## config.mk

```make
export PLATFORM = sky130hd
export DESIGN_NAME = mux_reg_arbiter
export DESIGN_NICKNAME = d
export VERILOG_FILES = /design/src/rtl/mux_reg_arbiter.sv
export SDC_FILE = /design/constraint.sdc
export NUM_CORES = 1
export LEC_CHECK = 0
export CAP_MARGIN = 25
export CORE_ASPECT_RATIO = 1.5
export CORE_MARGIN = 8
export CORE_UTILIZATION = 35
export DETAILED_ROUTE_END_ITERATION = 8
export PLACE_DENSITY = 0.81
export RECOVER_POWER = 25
export SLEW_MARGIN = 20
export SYNTH_ARGS = -nofsm -noshare
export SYNTH_HDL_FRONTEND = slang
export SYNTH_SLANG_ARGS = --single-unit
export TNS_END_PERCENT = 100
```

## constraint.sdc

```tcl
create_clock -name clk -period 1.55 [get_ports clk]
set_clock_uncertainty 0.05 [all_clocks]
set_input_delay 0.465 -clock clk [delete_from_list [all_inputs] [get_ports clk]]
set_output_delay 0.465 -clock clk [all_outputs]
set_load 0.03 [all_outputs]
```

## src/rtl/mux_reg_arbiter.sv

```systemverilog
//------------------------------------------------------------------------------
// mux_reg_arbiter : two-requester arbiter owning a W-bit mux-select load register
// Optional: define MUX_REG_ARBITER_FIXED_PRIO_EN for fixed A-over-B priority.
// Revision: 1.0
//------------------------------------------------------------------------------
`default_nettype none
`timescale 1ns/1ps

module mux_reg_arbiter #(
    parameter int W  = 8,
    parameter int CW = 4
) (
    input  logic          clk,
    input  logic          reset,
    input  logic          a_valid,
    input  logic [W-1:0]  a_data,
    output logic          a_ready,
    input  logic          b_valid,
    input  logic [W-1:0]  b_data,
    output logic          b_ready,
    output logic [W-1:0]  q,
    output logic          q_valid,
    input  logic          q_ready,
    output logic          s,
    output logic          enable,
    output logic          L,
    output logic [CW-1:0] cnt
);

    typedef enum logic [0:0] {
        IDLE = 1'b0,
        FULL = 1'b1
    } state_t;

    state_t state;
    state_t state_nxt;
    logic   grant_a;
    logic   grant_b;
    logic   consume;
    logic   s_hold;
    logic   prio_b;

    always_ff @(posedge clk or negedge reset) begin
        if (!reset) begin
            state <= IDLE;
        end else begin
            state <= state_nxt;
        end
    end

    // Grants are gated by reset so no strobe escapes while reset is held low.
    always_comb begin
        state_nxt = state;
        grant_a   = 1'b0;
        grant_b   = 1'b0;
        consume   = 1'b0;
        case (state)
            IDLE: begin
                if (reset) begin
                    if (a_valid && (!b_valid || !prio_b)) begin
                        grant_a = 1'b1;
                    end else if (b_valid) begin
                        grant_b = 1'b1;
                    end
                end
                if (grant_a || grant_b) begin
                    state_nxt = FULL;
                end
            end
            FULL: begin
                if (q_valid && q_ready) begin
                    consume   = 1'b1;
                    state_nxt = IDLE;
                end
            end
            default: state_nxt = IDLE;
        endcase
    end

    assign a_ready = grant_a;
    assign b_ready = grant_b;
    assign enable  = grant_a | grant_b;
    assign s       = grant_a ? 1'b1 : (grant_b ? 1'b0 : s_hold);

    always_ff @(posedge clk or negedge reset) begin
        if (!reset) begin
            q       <= '0;
            q_valid <= 1'b0;
            s_hold  <= 1'b1;
            L       <= 1'b0;
            cnt     <= '0;
        end else begin
            if (grant_a) begin
                q       <= a_data;
                L       <= 1'b0;
                s_hold  <= 1'b1;
                q_valid <= 1'b1;
            end else if (grant_b) begin
                q       <= b_data;
                L       <= 1'b1;
                s_hold  <= 1'b0;
                q_valid <= 1'b1;
            end else if (consume) begin
                q_valid <= 1'b0;
                cnt     <= cnt + 1'b1;
            end
        end
    end

`ifdef MUX_REG_ARBITER_FIXED_PRIO_EN
    assign prio_b = 1'b0;
`else
    // Priority points at the requester that lost (or did not take) the last grant.
    always_ff @(posedge clk or negedge reset) begin
        if (!reset) begin
            prio_b <= 1'b0;
        end else if (grant_a) begin
            prio_b <= 1'b1;
        end else if (grant_b) begin
            prio_b <= 1'b0;
        end
    end
`endif

endmodule

`default_nettype wire

```

Fig. 1: register map, names as in the netlist
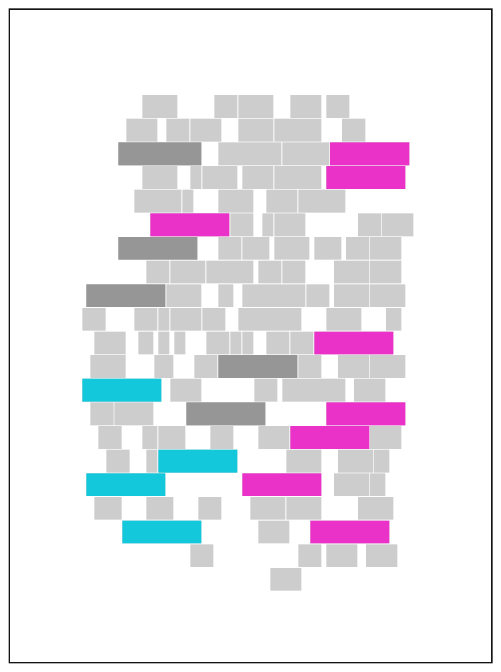
[magenta] `q` | flops: 8
[cyan] `cnt` | flops: 4
not colored: 5
seq pwr: 831 uW
sequential cell area share: 0.305
Final Util: 0.634
Flop area: 427 sq um

Fig. 2: pin map
Pins as bars across the die edge, other pins in gray.
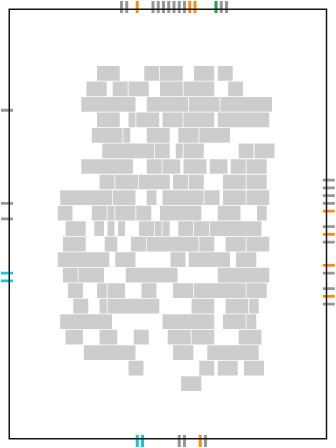
[green] `reset` | pins: 1 | direction: input | edge: top
[orange] `b_data` | pins: 8 | direction: input | edge: 4 right, 3 top, 1 bottom
[cyan] `cnt` | pins: 4 | direction: output | edge: 2 left, 2 bottom
all pins by edge: 15 top, 13 right, 6 bottom, 5 left
# port buffers: 38
DIE WIDTH: 55.4 um
Die Y: 75.0 um

Fig. 3: metal layers overlaid
The bar under the picture is 20 um long.
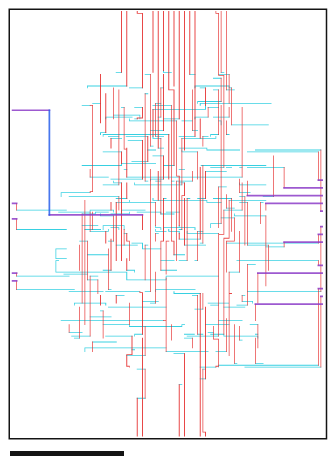
[red] metal 2 | wire length: 1,260 um
[cyan] metal 1 | wire length: 822 um
[purple] metal 3 | wire length: 88.3 um
[blue] metal 4 | wire length: 18.4 um
Routed WL: 2190 um
drt wl/cell: 15.5 um
Via Count: 666
total global-route track usage: 0.0985

Fig. 4: clock network drawn from the DEF
The bar under the picture is 20 um long.
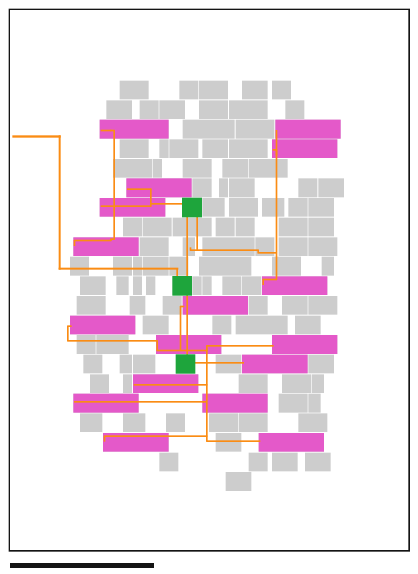
[orange] clock wires | length: 261 um
[green] clock drivers | count: 3
[magenta] flip-flops | count: 17
routed clock nets: 4
clock power share: 0.092
clk_lat worst skew: 0.29 ns
power in the clock group: 244 uW

Fig. 5: track usage over the die
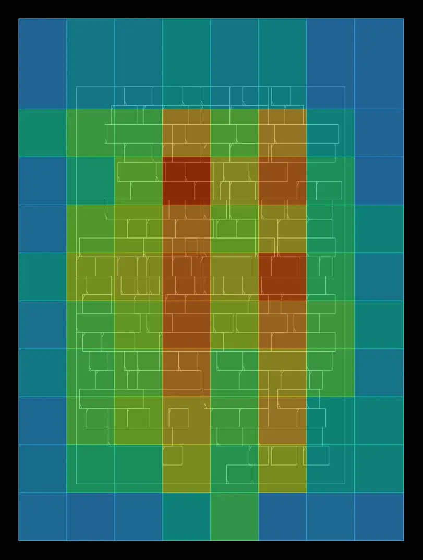
Global Route met2 Usage: 0.189
GR peak layer: met2
M3 GR Usage: 0.0253
met1 GRT Util: 0.0954

[repair_timing]
item                                    4_1_cts  5_1_grt
pin swaps                                     2        0
endpoints found under the setup margin       16       14
gates cloned                                  0        0
gates resized                                17        6
endpoints found under the hold margin         0        0
buffers inserted                              3        2
[cell usage in the layout, fill, tap and decap left out, drive strengths merged]
| master | n |
|---|---|
| inv | 2 |
| nand2 | 8 |
| clkinv | 1 |
| nor2 | 2 |
| nand4 | 1 |
| dfstp | 1 |
| dlygate4sd2 | 2 |
| xor2 | 1 |
| clkdlybuf4s50 | 17 |
| xnor2 | 2 |
| ha | 1 |
| clkbuf | 6 |
| a21boi | 2 |
| clkdlybuf4s15 | 2 |
| nand3b | 2 |
| nand3 | 4 |
| mux2 | 17 |
| dfrtp | 16 |
| buf | 31 |
[area by class of cell]
type,count,area share
Inverter,2,0.0107
Timing Repair Buffer,55,0.367
Sequential cell,17,0.305
Clock buffer,3,0.0161
Multi-Input combinational cell,40,0.277
Clock inverter,1,0.00358
Tap cell,23,0.0206
[per-layer routing]
metal | vias up | part of all wire | global-route usage
met5 | - | 0 | 0
met4 | 0 | 0.0082 | 0.0495
met3 | 2 | 0.040 | 0.0253
met2 | 18 | 0.58 | 0.189
met1 | 320 | 0.38 | 0.0954
li1 | 326 | - | -
[flip-flops by register name (all words and copies together) (netlist names)]
register	cells
q	8
L	1
state	1
q_valid	1
s_hold	1
prio_b	1
cnt	4
[logic make-up after synthesis]
kind of cell,synth area share
mux,0.263
simple gates,0.112
flops,0.525
buf+inv,0.0292
xor+xnor,0.0323
compound gates,0.0231
fa+ha+maj,0.0154
[power by group]
group	total, mW	switching, mW	internal, mW
logic	1.58	0.792	0.785
clock network	0.244	0.148	0.0958
registers	0.831	0.151	0.680
total	2.65	1.09	1.56
==> impl_metrics.env <==
# source this file to load flow results
export IMPL_clk_path_buf_depth=2
export IMPL_ant_nets=0
export IMPL_finalWorstSetupSlack_ns=-0.382
export IMPL_regToRegEndpoint="q[5]"
export IMPL_htreeDepth=1
export IMPL_synthTopCellsByCount="dfrtp_1, mux2_2, nand2_1"
export IMPL_ys_seq_share=0.525
export IMPL_fmax_ghz=0.518
export IMPL_worstSetupEndpointType="output port"
export IMPL_tightest_slew_ns=0.197
export IMPL_status="finished, violations left"
export IMPL_drv_cap=0
export IMPL_drive_above_1_share=0.542
export IMPL_power_density_mw_per_mm2=1900
export IMPL_failed_checks="setup timing"
export IMPL_n_fill_cell=192
export IMPL_drtIter0Drc=3
export IMPL_synthCells=61
export IMPL_cts_made_buffers=3
export IMPL_vdd_drop_max_mv=1.12
export IMPL_overflow=0
export IMPL_setup_viol=11
export IMPL_antenna_cells=0
export IMPL_startpoint="prio_b"
export IMPL_r2r_start="prio_b"
Power figures rest on the tool's default switching activity, not on a simulated workload.
